$ cat config.mk
export PLATFORM = sky130hd
export DESIGN_NAME = fetch_queue
export DESIGN_NICKNAME = d
export VERILOG_FILES = /design/src/rtl/fetch_queue_pkg.sv /design/src/rtl/fetch_queue_sync_fifo.sv /design/src/rtl/fetch_queue.sv
export SDC_FILE = /design/constraint.sdc
export NUM_CORES = 1
export LEC_CHECK = 0
export CORE_ASPECT_RATIO = 0.8
export CORE_MARGIN = 5
export CORE_UTILIZATION = 52
export CTS_CLUSTER_SIZE = 12
export DETAILED_ROUTE_END_ITERATION = 7
export PLACE_DENSITY_LB_ADDON = 0.3
export SETUP_SLACK_MARGIN = 0.05
export SYNTH_ARGS = -nofsm -noshare
export SYNTH_HDL_FRONTEND = slang
export SYNTH_SLANG_ARGS = --single-unit
$ cat constraint.sdc
create_clock -name clk -period 4.2 [get_ports clk]
set_clock_uncertainty 0.2 [all_clocks]
set_input_delay 0.84 -clock clk [delete_from_list [all_inputs] [get_ports clk]]
set_output_delay 0.84 -clock clk [all_outputs]
set_load 0.01 [all_outputs]
$ cat src/rtl/fetch_queue_pkg.sv
// Shared rv32imc pipeline types used by the fetch queue.
package rv32imc_types;

  typedef struct packed {
    logic [31:0] inst;
    logic [31:0] pc;
    logic [31:0] pc_next;
  } fetch_entry_t;

  typedef struct packed {
    logic [31:0] pc;
    logic [31:0] pc_next;
  } pend_entry_t;

endpackage

$ cat src/rtl/fetch_queue_sync_fifo.sv
// Generic synchronous FIFO with clear; count is one bit wider than the
// pointers so that full and empty are distinct.
module sync_fifo #(
  parameter int  DEPTH  = 4,
  parameter type elem_t = logic [31:0]
) (
  input  logic                   clk,
  input  logic                   rst,
  input  logic                   push,
  input  elem_t                  push_data,
  input  logic                   pop,
  input  logic                   clear,
  output logic [$clog2(DEPTH):0] count,
  output elem_t                  head
);

  localparam int PTR_W = $clog2(DEPTH);

  elem_t            mem [DEPTH];
  logic [PTR_W-1:0] rd_ptr;
  logic [PTR_W-1:0] wr_ptr;

  // pointer and occupancy tracking; clear wins over a same-cycle push/pop
  always_ff @(posedge clk) begin
    if (rst || clear) begin
      rd_ptr <= '0;
      wr_ptr <= '0;
      count  <= '0;
    end else begin
      if (push) wr_ptr <= wr_ptr + PTR_W'(1);
      if (pop)  rd_ptr <= rd_ptr + PTR_W'(1);
      case ({push, pop})
        2'b10:   count <= count + (PTR_W+1)'(1);
        2'b01:   count <= count - (PTR_W+1)'(1);
        default: count <= count;
      endcase
    end
  end

  // storage array, not reset
  always_ff @(posedge clk) begin
    if (push && !clear) mem[wr_ptr] <= push_data;
  end

  assign head = mem[rd_ptr];

endmodule

$ cat src/rtl/fetch_queue.sv
// Fetch-to-decode decoupling buffer: pairs in-order imem responses with
// their request PCs, issues credit-based stall, drops wrong-path words.
module fetch_queue
  import rv32imc_types::*;
#(
  parameter int DEPTH = 4
) (
  input  logic        clk,
  input  logic        rst,
  input  logic        i_req,
  input  logic [31:0] i_req_pc,
  input  logic [31:0] i_req_pc_next,
  input  logic        imem_resp,
  input  logic [31:0] imem_rdata,
  input  logic        i_flush,
  output logic        o_stall,
  output logic        o_valid,
  output logic [31:0] o_inst,
  output logic [31:0] o_pc,
  output logic [31:0] o_pc_next,
  input  logic        i_ready
);

  localparam int PTR_W = $clog2(DEPTH);

  logic [PTR_W:0]   outstanding;
  logic [PTR_W:0]   occ;
  logic [PTR_W:0]   drop_cnt;
  logic [PTR_W+1:0] credits;
  logic             drop_now;
  logic             inst_push;
  logic             inst_pop;
  pend_entry_t      pend_in;
  pend_entry_t      pend_head;
  fetch_entry_t     inst_in;
  fetch_entry_t     inst_head;

  assign pend_in   = '{pc: i_req_pc, pc_next: i_req_pc_next};
  assign drop_now  = imem_resp && (drop_cnt != '0);
  assign inst_push = imem_resp && !drop_now;
  assign inst_pop  = o_valid && i_ready;
  assign inst_in   = '{inst: imem_rdata, pc: pend_head.pc, pc_next: pend_head.pc_next};

  sync_fifo #(.DEPTH(DEPTH), .elem_t(pend_entry_t)) pend_fifo (
    .clk       (clk),
    .rst       (rst),
    .push      (i_req),
    .push_data (pend_in),
    .pop       (imem_resp),
    .clear     (1'b0),
    .count     (outstanding),
    .head      (pend_head)
  );

  sync_fifo #(.DEPTH(DEPTH), .elem_t(fetch_entry_t)) inst_fifo (
    .clk       (clk),
    .rst       (rst),
    .push      (inst_push),
    .push_data (inst_in),
    .pop       (inst_pop),
    .clear     (i_flush),
    .count     (occ),
    .head      (inst_head)
  );

  // wrong-path accounting: a flush marks every older in-flight request for discard
  always_ff @(posedge clk) begin
    if (rst) begin
      drop_cnt <= '0;
    end else if (i_flush) begin
      drop_cnt <= outstanding - {{PTR_W{1'b0}}, imem_resp};
    end else if (drop_now) begin
      drop_cnt <= drop_cnt - (PTR_W+1)'(1);
    end
  end

  // dropped requests keep their credit until the response comes back
  assign credits = {1'b0, outstanding} + {1'b0, occ};
  assign o_stall = credits >= (PTR_W+2)'(DEPTH);

  // head presentation, zeroed while empty
  always_comb begin
    o_valid   = (occ != '0);
    o_inst    = 32'h0;
    o_pc      = 32'h0;
    o_pc_next = 32'h0;
    if (o_valid) begin
      o_inst    = inst_head.inst;
      o_pc      = inst_head.pc;
      o_pc_next = inst_head.pc_next;
    end else begin
      o_inst    = 32'h0;
      o_pc      = 32'h0;
      o_pc_next = 32'h0;
    end
  end

endmodule
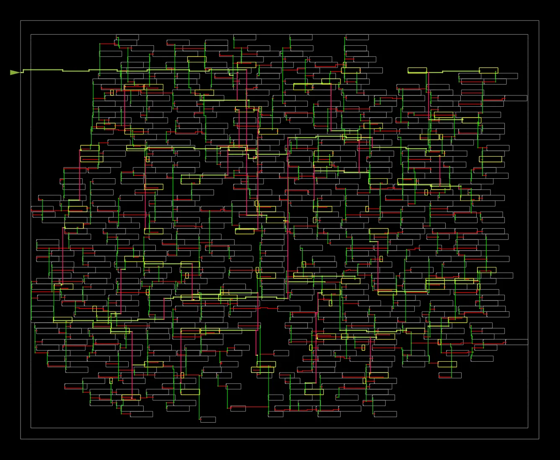
Figure 1: run 1, clock routing.
latest clock arrival within the worst-skew pair: 580 ps
clock buf count: 90

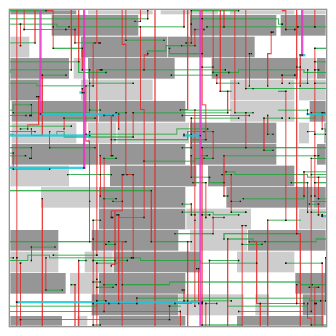
Figure 2: run 1, zoomed window.
Window x 107 to 147, y 83 to 123 um. Cells in gray, sequential cells in the stronger gray; small squares are vias.
| layer | color |
|---|---|
| M4 | magenta |
| M2 | red |
| M1 | green |
| M3 | cyan |
most frequent: edfxtp_1 (26), mux4_2 (6)
netlist names of flops here include: pend_fifo.mem (15), inst_fifo.mem (11)
sequential cells in the window: 26
cells with their middle in the window: 45

==> impl_metrics.ini, run 1 <==
; yosys + openroad results
[routing]
drt-initial-drc-count = 719
drt_pass1_iterations = 5
vias = 10990
drtAntennaViolNets = 0

[floorplanning]
fp_util = 0.5270
nWellTaps = 620
rows = 71
die-width_um = 254.2
dieArea_mm2 = 0.05222

[clock_tree]
holdBufCountCts = 0
cts_buffers = 67
path_clk_slew_ps = 60
h-tree-depth = 3
clock-root-buffer = clkbuf_16
post-cts-setup-buffer-count = 0

[finish]
utilization = 0.6301
design_area_mm2 = 0.02967
area_share_nonclk_buffers = 0.07845
ff_latch_area_mm2 = 0.01965
syn2layout_area_growth_pct = 19.55
layout_top_cells = edfxtp_1, clkdlybuf4s50_1, mux4_2
drive_above_1_share = 0.2030

[outcome]
status = completed

[timing]
relSlewSlack = 0.2612
rsz0062_at_grt = false
final-max-slew-violation-count = 0
timing.fmax_mhz = 270.3
hold_viol = 0
timing.hold.ws_ps = 331.8
setup_viol = 0

[critical_path]
cp-end-kind = output port
r2r_setup_slack_ps = 1790
cp_slowest_cell = mux4_2
crit_family = buffers and inverters
crit_fanout = 51
worstPathCellList = buf_12 -> mux4_2 -> and2_1 -> clkdlybuf4s50_1
startpoint_type = flip-flop

[synthesis]
syn_avg_cell_area_um2 = 23.32
adder_share = 0.009681
ys_warn_count = 0
async_reset_ff_frac = 0
mux_share = 0.1464
ys_cells = 1064
fp_nets = 1184
yosysSeqAreaShare = 0.7914
simple_gate_share = 0.03187

[global_routing]
grt.total_usage = 0.1830
grt_pass1_wl_um = 71390
overflow = 0
grt_pass1_vias = 11660
antenna_found_initial = 7

[power_and_ir_drop]
p_per_area_mw_per_mm2 = 474.6
p_total_w = 0.01408

[placed_design]
placed_area_mm2 = 0.02769
gp_congestion = 0.7163
post-dp-hpwl_um = 26910
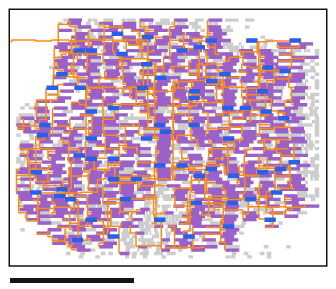
Figure 3: run 1, clock distribution.
Bar = 100 um.
[clock-net drivers] blue | count: 67
[flip-flops] purple | count: 661
[clock wires] orange | length: 6840 um
flops lie: all over the die
routed clock nets: 68
clock network power: 0.00544 W
clock network power share: 0.387

run 1: sequential cells by signal (all words and copies together) (netlist names), named ones only:
signal	cells
drop_cnt	3
inst_fifo.count	3
inst_fifo.mem	384
inst_fifo.rd_ptr	2
inst_fifo.wr_ptr	2
pend_fifo.count	3
pend_fifo.mem	256
pend_fifo.rd_ptr	2
pend_fifo.wr_ptr	2
run 1: synthesized netlist by cell type, drive strengths merged, types with 3 or more instances:
| cell | number | area, um2 |
|---|---|---|
| edfxtp | 640 | 19220 |
| mux4 | 160 | 3603 |
| and2 | 104 | 650.6 |
| buf | 25 | 171.4 |
| clkbuf | 25 | 95.09 |
| dfxtp | 21 | 420.4 |
| ha | 16 | 200.2 |
| nor2 | 16 | 60.06 |
| inv | 14 | 52.55 |
| xor2 | 6 | 52.55 |
| xnor2 | 5 | 43.79 |
| a21oi | 4 | 20.02 |
| a211oi | 3 | 22.52 |
| mux2i | 3 | 30.03 |
| nand2 | 3 | 11.26 |
| or3 | 3 | 18.77 |
run 1: path summary, 6_finish.rpt:
path | from | end | cells after the start
worst min-delay path | drop_cnt[1] | drop_cnt[1] | 2
worst max-delay path | flip-flop | o_pc_next[24] | 4
worst max register to register | drop_cnt[0] | inst_fifo.mem[2][45] | 6
worst min register to register | drop_cnt[1] | drop_cnt[1] | 2
run 1: power by group:
group | internal, W | switching [W]
Combinational | 0.000499 | 0.000503
Sequential | 0.00754 | 0.0000956
Clock | 0.00323 | 0.00221
Total | 0.0113 | 0.00281
run 1: routing by layer:
| metal | share of wire | GRT usage | up-vias |
|---|---|---|---|
| met5 | 0.0010 | 0 | - |
| met4 | 0.017 | 0.04352 | 8 |
| met3 | 0.065 | 0.04853 | 75 |
| met2 | 0.49 | 0.2898 | 298 |
| met1 | 0.43 | 0.2610 | 5766 |
| li1 | - | - | 4841 |
==> run 2: changes to the inputs <==
HOLD_SLACK_MARGIN = 0.02   (was unset)
PLACE_DENSITY = 0.85   (was unset)
PLACE_DENSITY_LB_ADDON = unset   (was 0.3)
clock period = 3.2 ns   (was 4.2 ns; I/O delays follow)
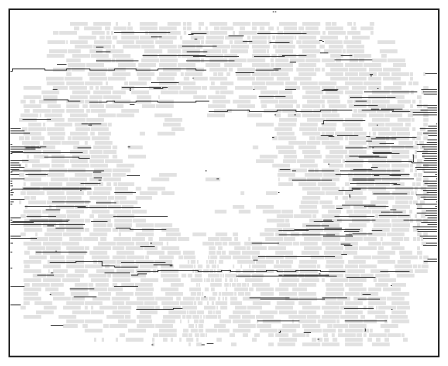
Figure 4: run 2, the metal 3 layer.
Cells faint in the background.
main direction: horizontal
longest straight run: 59.3 um
GR Layer Usage met3: 0.04651
final WL: 51980 um

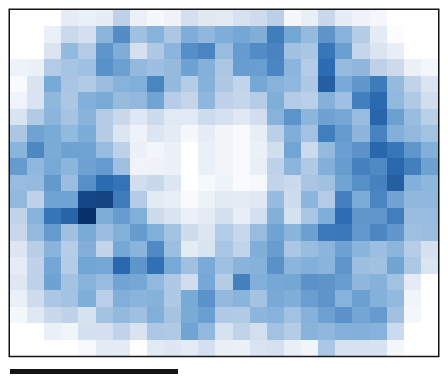
Figure 5: run 2, signal metal coverage by tile.
Bar = 100 um. 25 x 21 tiles, from white (low) to dark blue (high), scaled to the fullest tile. Values are wire area over tile area, all layers added.
fullest tile: 0.46
emptiest ninth of the die: center
mean over tiles: 0.16
Tot GR Track Use: 0.2004
Vias: 11640
Routed wire per std cell: 25.87 um

==> run 2 against run 1 <==
Die size unchanged. Global-route usage up 1.7 points. Via count up 5.9%. Non-clock buffer count up 60. Power up 31%. Combinational power up 38%. Final cell count up 2.9%. Sequential cell count unchanged.
==> impl_metrics.ini, run 2 <==
; yosys + openroad results
[power_and_ir_drop]
p_per_area_mw_per_mm2 = 610.0
switching_power_w = 0.003738
p_clk_w = 0.00707
power_frac_comb = 0.075
p_clk_frac = 0.383
p_total_w = 0.01847
p_leak_nw = 10.03
powerComb_w = 0.00138
seqPwrFrac = 0.542
pg_seq_w = 0.0100
power-top-group = registers
ir_drop_mv = 0.4925
power.share.switching = 0.2024
p_int_w = 0.01473

[placed_design]
placed_area_mm2 = 0.02803
port_buffers = 199
post-dp-hpwl_um = 29580
gp_congestion = 0.7343

[finish]
comb_area_frac = 0.1636
n_clock_buffer = 88
clock_area_frac = 0.06405
ff_latch_area_mm2 = 0.01966
layout_top_cells = edfxtp_1, mux4_2, clkdlybuf4s50_1
mostFrequentLayoutCell = edfxtp_1
largest_reg_flops = 384
fillers = 3084
num-nonclk-inverters = 14
drive_above_1_share = 0.2939
syn2layout_area_growth_pct = 22.02
design_area_mm2 = 0.03028
largest_register = inst_fifo.mem
top_regs = inst_fifo.mem x384, pend_fifo.mem x256
largest_cell_class = flip-flops and latches
area_share_nonclk_buffers = 0.09529
utilization = 0.6431
design.seq.count = 661

[floorplanning]
die-width_um = 254.2
io-pin-count = 200
fp_util = 0.5270
core_mm2 = 0.04708
nWellTaps = 620
rows = 71
dieArea_mm2 = 0.05222

[timing]
timing.fmax_mhz = 322.4
period_used_share = 0.9693
setup_viol = 0
fin_crit_ps = 3102
final-max-slew-violation-count = 0
relSlewSlack = 0.4637
rsz0062_at_grt = true
hold_viol = 0

[critical_path]
crit_fanout = 8
critPathRequiredTime_ps = 2360
cp-end-kind = output port
startpoint_type = flip-flop

[synthesis]
topCellsByArea = edfxtp_1, mux4_2, and2_1, dfxtp_1, ha_1
synth.top_cell.area_share = 0.7745
async_reset_ff_frac = 0
synthTopCellsByCount = edfxtp_1, mux4_2, and2_1
fp_nets = 1184
syn_avg_cell_area_um2 = 23.32
netlist_instances = 1064
ys_warn_count = 0
mux_share = 0.1464
synth_top_cell_by_area = edfxtp_1
simple_gate_share = 0.03187
ys_cells = 1064
adder_share = 0.009681
ys.flops = 661
yosysSeqAreaShare = 0.7914
top_cell = edfxtp_1
synth_area_mm2 = 0.02481

[outcome]
status = completed

[clock_tree]
h-tree-depth = 3
clock_latency_ps = 570
holdBufCountCts = 0
path_clk_slew_ps = 60
cts_buffers = 67
clock-root-buffer = clkbuf_16
cts.sinks = 661

[routing]
drt-initial-drc-count = 882
drt_pass1_iterations = 5
drtAntennaViolNets = 0
drc = 0

[global_routing]
antenna_found_initial = 6
grt_pass1_vias = 12460
overflow = 0
grt_pass1_wl_um = 77300

[hold_path]
min_path_type = flip-flop to flip-flop

[run]
maxCapViolations = 0
-- run 2: cell counts after synthesis --
No cell type changed its count.
-- run 2: worst paths after layout --
path / slack [ps] / cells after the start / start / endpoint
worst min register to register: 340 / 2 / pend_fifo.count[2] / pend_fifo.count[2]
worst max register to register: 870 / 9 / drop_cnt[0] / inst_fifo.count[2]
worst min-delay path: 340 / 2 / pend_fifo.count[2] / pend_fifo.count[2]
worst max-delay path: 100 / 7 / flip-flop / o_pc_next[15]
-- run 2: metal layers --
layer	wire, um	track usage	up-vias
met3	3844	0.04651	76
met2	26940	0.3405	467
li1	-	-	4958
met1	20160	0.2658	6128
met4	996	0.05368	6
met5	41	0	-
-- run 2: kinds of logic after synthesis --
logic type                 Yosys count
DFF                                661
muxes                              163
and+or+nand+nor                    133
buffers and inverters               64
adders and majority gates           18
AOI/OAI and AO/OA                   14
xor gates and xnor gates            11
-- run 2: critical path, cell delays in order, from the launching register on --
cell,delay (ps)
dfxtp_4,380
buf_12,140
buf_12,130
buf_16,150
buf_6,110
mux4_2,480
and2_4,180
buf_6,110
-- run 2: repair_timing --
| item | in CTS | in global routing |
|---|---|---|
| cloned | 5 | 3 |
| resized | 212 | 70 |
| pin swaps | 3 | 2 |
| buffers inserted | 23 | 2 |
| endpoints found under the setup margin | 97 | 52 |
-- run 2: metrics by stage --
stage / worst slack (ps) / setup TNS (ps) / hold WS (ps) / cells
floorplan: 87.13 / 0 / 277.8 / 1064
global placement: 351.1 / 0 / 304.3 / 1879
detailed placement: 350.3 / 0 / 327.3 / 1879
CTS: -0.4530 / -0.4530 / 336.7 / 2000
global route: 18.08 / 0 / 376.8 / 2008
finish: 98.10 / 0 / 339.4 / 2009
Power and IR drop assume default switching activity.
